run_1/class_map.png
(12 px per um)
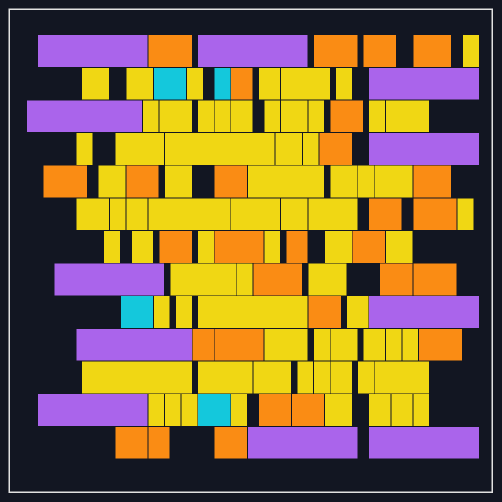
run_1/route_heat.png
(10 px per um) The die is cut into 8 by 8 equal tiles; white is low, dark blue is high, scaled to the fullest tile. Values are wire area over tile area, all layers added.
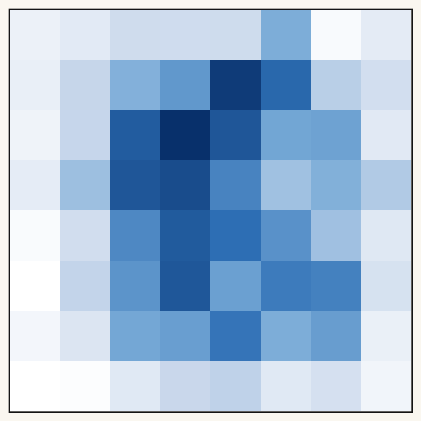
run_1/sizing.png
(10 px per um)
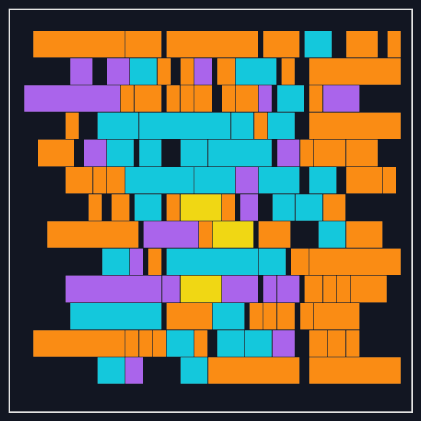
==> config.mk <==
export PLATFORM = sky130hd
export DESIGN_NAME = parking_gate_scheduler
export DESIGN_NICKNAME = d
export VERILOG_FILES = /design/src/rtl/parking_pkg.sv /design/src/rtl/gate_timer.sv /design/src/rtl/parking_gate_scheduler.sv
export SDC_FILE = /design/constraint.sdc
export NUM_CORES = 1
export LEC_CHECK = 0
export ABC_AREA = 1
export CAP_MARGIN = 40
export CORE_UTILIZATION = 48
export DETAILED_ROUTE_END_ITERATION = 16
export PLACE_DENSITY = 0.81
export REMOVE_ABC_BUFFERS = 1
export SLEW_MARGIN = 15
export SYNTH_ARGS = -nofsm -noshare
export SYNTH_HDL_FRONTEND = slang
export SYNTH_SLANG_ARGS = --single-unit
export TNS_END_PERCENT = 1
==> constraint.sdc <==
create_clock -name clk -period 1.4 [get_ports clk]
set_input_delay 0.28 -clock clk [delete_from_list [all_inputs] [get_ports clk]]
set_output_delay 0.28 -clock clk [all_outputs]
set_load 0.01 [all_outputs]
==> run summary, run 1 <==
Physical implementation status

The number of stages on the worst setup path stands at 5. The final reports fail on negative setup slack. After synthesis the cells add up to 698 um2.

The total count of max-transition violations in the final report stands at 0. TritonCTS built the clock tree. The flow ran to the end, but the final reports show violations.

Sorting the synthesized cells by area gives the leading types as sky130_fd_sc_hd__dfrtp_1 (36%), sky130_fd_sc_hd__ha_1 (11%), sky130_fd_sc_hd__inv_1 (9.7%), sky130_fd_sc_hd__nand2_1 (7.0%), sky130_fd_sc_hd__nand3_1 (5.0%). The insertion delay of the later-clocked pin in the worst-skew pair stands at 0.28 ns. In this run the horizontal extent of the chip is 40.1 um.

The data arrival time of the critical path stands at 1.21 ns. The layout cell share with drive strength beyond 1 stands at 0.452. The share of flip-flops with an asynchronous set or reset stands at 1.00. The synthesized area divided by synthesized cell count stands at 8.41 um2. The maximum root-to-sink buffer count stands at 2. The delay contributed by the slowest stage of the critical path stands at 0.40 ns. The count of filler cells inserted in the layout stands at 84. The number of resized instances in the post-cts repair step stands at 25. Among the non-sequential cells, simple AND/OR/NAND/NOR gates take the most area.

The core utilization of the finished layout stands at 0.790. On the reported timing paths, the clock transition at the registers reads 0.08 ns. The tool warning count for the run is 31. The xor-xnor portion of the synthesized cell area stands at 0.0251.

The count of nets left with antenna violations once routing finished came out at 0. The number of maximum-capacitance violations recorded for the run is 0. The tree is rooted in a sky130_fd_sc_hd__clkbuf_4.

The highest clock frequency the design can meet stands at 671 MHz. The critical path required time stands at 1.12 ns. The number of global-route vias before repair is 573. Per the synthesis report, the AND-OR/OR-AND share of the synthesized area is 0.0860. Looking at the cell usage after synthesis, the top flip-flop cell is sky130_fd_sc_hd__dfrtp_1. The final hold violation count stands at 0. STA shows the worst reg2reg path with a cell count of 10. On the critical path the largest part of the delay comes from flip-flops. The stat command in Yosys gives a chip area of 698 um2.

Per the cell usage report, the commonest logic cells after layout are sky130_fd_sc_hd__inv_1 (15), sky130_fd_sc_hd__buf_4 (14), sky130_fd_sc_hd__nand2_1 (11). The global-route wire length before repair stands at 2.41 mm. Final hold analysis gives a worst-case slack of 0.299 ns.

Using the TritonRoute via totals, the vias-per-cell ratio works out to 4.81. Of the total synthesized cell area, the portion taken by full adders, half adders and majority gates is 0.108. STA classifies the critical path endpoint as an output port. The starting DRC count in detailed routing stands at 15. The count of input and output buffers stands at 13. The hold buffer count at cts stands at 0. The tightest min-delay check is of the primary input to asynchronous set/reset pin type. In the final design database the tool counted 127 nets. Of the total synthesized cell area, the portion taken by AND, OR, NAND and NOR gates is 0.256.

Per Yosys stat, the portion of area used by sequential elements is 0.396. The top cell type in the final layout, fill and taps aside, is sky130_fd_sc_hd__inv_1. Looking at the setup timing report, the critical path kind is flop to output port. The largest net degree at the start of global routing stands at 12. For the finished layout, the period the worst path requires is 1.49 ns. The period utilization stands at 1.06. For this run, the script counts the antenna cells in the layout as 0.

Listed in order, past its start point the critical path passes inv_2 > ha_4 > nand2_1 > inv_1 > buf_2. The number of iterations in the first detailed-routing pass stands at 4. The post-detailed-placement cell area stands at 930 um2. The distinct cell type count after synthesis stands at 23. The number of instances in the synthesized netlist stands at 83. The proportion of synthesized area in mux cells stands at 0. Setup repair after global routing could not meet its margin everywhere. The remaining routing DRC violations stands at 0. Sorting the synthesis cell report by count puts at the top sky130_fd_sc_hd__inv_1.

The setup slack of the critical path after layout stands at -0.0910 ns. The final weighted congestion in routability-driven placement stands at 0.790. The setup violation total in the final timing report stands at 7. The area share of the largest cell type after synthesis stands at 0.358.

The detailed placement HPWL stands at 1.10 mm. The worst reg-to-reg setup slack stands at -0.03 ns.
-- class_map.png (at the start) --
colour	class	cells	share of their area
orange	remaining buffers and delay cells	29	23%
cyan	clock drivers and dummy loads	4	2.5%
yellow	remaining logic cells	71	48%
purple	registers	11	27%
core footprint: 1330 um2
sequential portion of the cell area: 0.264

-- route_heat.png (at the start) --
tiles over half the peak	38%
nearly empty tiles	4.7%
fullest tile	0.43
All-Layer GR Usage: 0.239
average wire per cell in the routed design: 13.2 um
total wire length: 1.72 mm
vias: 625

-- sizing.png (at the start) --
colour	size	cells	share
cyan	x3 and x4	30	26%
purple	x2	19	17%
orange	x1 and smaller	63	55%
yellow	x6 and larger	3	2.6%
number of buffers outside the clock class in the layout: 29
setup slack after layout: -0.0910 ns
post-route standard cell area excluding fillers: 1050 um2
area growth from synthesis to layout: 50.9%

## run 1: layer usage
layer  up-vias  share of wire  track usage
li1        309              -            -
met1       291           0.43        0.259
met2        18           0.50        0.423
met3         7          0.026       0.0500
met4         0          0.042        0.138
met5         -              0            0
## run 1: cell type report
class | instances | area, um2 | area share
Clock buffer | 4 | 26.3 | 0.0249
Inverter | 21 | 86.3 | 0.0819
Multi-Input combinational cell | 50 | 408 | 0.387
Sequential cell | 11 | 278 | 0.264
Tap cell | 15 | 18.8 | 0.0178
Timing Repair Buffer | 29 | 236 | 0.224
--- run 2 (diff from run 1) ---
==> constraint.sdc (replaced) <==
create_clock -name clk -period 1.4 [get_ports clk]
set_input_delay 0.28 -clock clk [delete_from_list [all_inputs] [get_ports clk]]
set_output_delay 0.28 -clock clk [all_outputs]
set_load 0.05 [all_outputs]
run_2/class_map.png
(12 px per um)
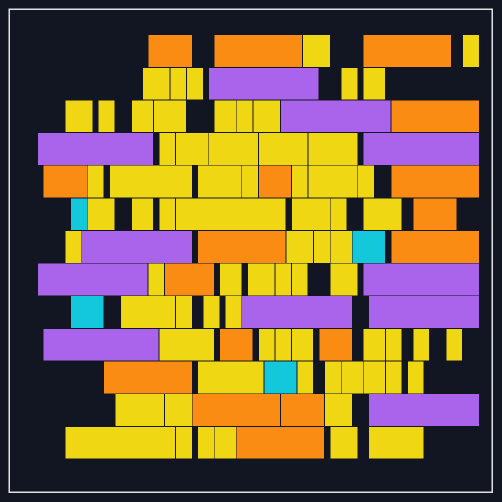
colour	class	cells	share of their area
purple	registers	11	27%
yellow	remaining logic cells	71	45%
orange	remaining buffers and delay cells	17	25%
cyan	clock drivers and dummy loads	4	2.6%
post-layout util: 0.782
sequential portion of the cell area: 0.269
post-route standard cell area excluding fillers: 1040 um2

run_2/placed.png
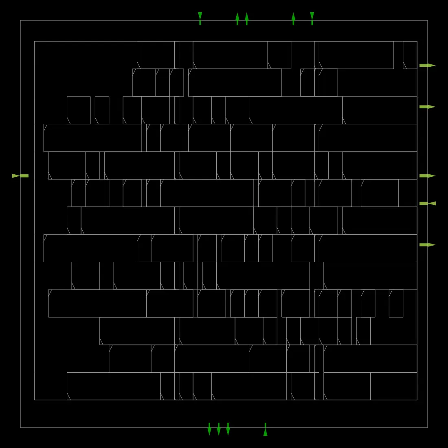
Layout fillers: 86
n_taps: 15
standard-cell rows: 13

==> run summary, run 2 <==
Physical implementation status

The run finished, with violations left. The final reports fail on negative setup slack. The number of instances in the synthesized netlist came to 83 (unchanged). In this design, the largest share of critical-path delay is due to flip-flops.

The distinct cell type count after synthesis stands at 23 (unchanged). The proportion of synthesized area in mux cells stands at 0 (unchanged). Sorting the synthesized cells by area gives the leading types as sky130_fd_sc_hd__dfrtp_1 (36%), sky130_fd_sc_hd__ha_1 (11%), sky130_fd_sc_hd__inv_1 (9.7%), sky130_fd_sc_hd__nand2_1 (7.0%), sky130_fd_sc_hd__nand3_1 (5.0%). The setup slack of the critical path after layout is -0.111 ns (-0.0201 ns).

The final hold slack is 0.309 ns (+0.0103 ns). The post-synthesis instance area is 698 um2 (unchanged). The worst reg-to-reg setup slack stands at -0.02 ns (about the same). The layout cell share with drive strength beyond 1 came to 0.456 (+0.00414). The largest net degree at the start of global routing stands at 12 (unchanged). The starting DRC count in detailed routing stands at 14 (-1). The share of flip-flops with an asynchronous set or reset came to 1.00 (unchanged). The count of tool warnings was 31 (unchanged). The xor-xnor portion of the synthesized cell area stands at 0.0251 (unchanged). The post-synthesis share of cell area spent on and, or, nand and nor gates stands at 0.256 (unchanged). The area share of the largest cell type after synthesis was 0.358 (unchanged). Among all cell types in the netlist, the one instantiated most often is sky130_fd_sc_hd__inv_1. The final weighted congestion in routability-driven placement stands at 0.828 (+4.8%). The delay contributed by the slowest stage of the critical path stands at 0.40 ns (about the same). The total wire length after detailed routing came to 1.49 mm (-13%). The via count stands at 586 (-6.2%). The synthesized area divided by synthesized cell count stands at 8.41 um2 (unchanged). After synthesis, the largest family of logic cells by area is simple AND/OR/NAND/NOR gates.

The most critical min-delay path falls under primary input to asynchronous set/reset pin. The total count of max-transition violations in the final report came to 0 (unchanged). The highest clock frequency the design can meet was 662 MHz (-1.3%). The global-route wire length before repair stands at 2.39 mm (-0.87%). The number of global-route vias before repair was 565 (-1.4%). In this run the layout overhead on the synthesized area is reported as 49.5%.

In the layout the commonest cells are sky130_fd_sc_hd__nand2_1 (11), sky130_fd_sc_hd__inv_1 (11), sky130_fd_sc_hd__buf_12 (9). The critical path required time was 1.12 ns (about the same).

The placeable core region stands at 1330 um2 (unchanged). The die extent in x stands at 40.1 um (unchanged). The number of stages on the worst setup path is 5 (unchanged).

The hold buffer count at cts stands at 0 (unchanged). The data arrival time of the critical path stands at 1.23 ns (+0.02 ns).

The path depth of the worst reg2reg path is 10 (unchanged). The via count normalized by instance count stands at 4.97 (+3.3%). The net count of the finished layout stands at 115 (-9.4%). The post-synthesis chip area from yosys was 698 um2 (unchanged). The total global-route track usage stands at 0.242 (+0.00321).

The antenna cell count stands at 0 (unchanged). The adder-cell area share of the yosys netlist came to 0.108 (unchanged). Setup repair after global routing could not meet its margin everywhere. The number of max-cap violations stands at 0 (unchanged).

CTS placed an instance of sky130_fd_sc_hd__clkbuf_4 at the clock tree root. The remaining routing DRC violations stands at 0 (unchanged). The setup violation total in the final timing report stands at 6 (-1). TritonCTS built the clock tree. The worst setup path is captured at an output port. The cell sequence reported for the critical path is inv_2 > buf_6 > ha_4 > inv_4 > buf_12.

The detailed placement HPWL was 1.00 mm (-8.5%). The period utilization stands at 1.08 (+0.0144). The tally of nets with antenna violations remaining after routing stands at 0 (unchanged). Per the synth stats, the flop cell with the highest instance count is sky130_fd_sc_hd__dfrtp_1.

The final hold violation count came to 0 (unchanged). The post-layout minimum cycle time was 1.51 ns (+0.0201 ns). The clock-pin slew on the worst setup and hold paths came to 0.07 ns (about the same).

The routed length per instance is 12.7 um (-4.4%). The maximum root-to-sink buffer count was 2 (unchanged).
run 2: cell counts after synthesis:
No cell type changed its count.
run 2: final cells by class:
cell class	instances	area [um2]	area share
clock buffers	4	26.3	0.0252
inverters	21	83.8	0.0803
multi-input cells	50	380	0.365
flip-flops and latches	11	280	0.269
well taps	15	18.8	0.0180
repair buffers	17	254	0.243
run 2: repair_timing:
action | 4_1_cts | 5_1_grt
pin swaps | 3 | 3
buffers inserted | 3 | 0
gates cloned | 0 | 0
resized | 18 | 6
endpoints found under the setup margin | 7 | 13
run 2: per-layer routing:
metal  track usage  vias to the layer above  wire length, um
met2         0.431                       15              790
met4         0.103                        0               42
met5             0                        -                0
li1              -                      287                -
met3        0.0833                        5               58
met1         0.254                      279              601
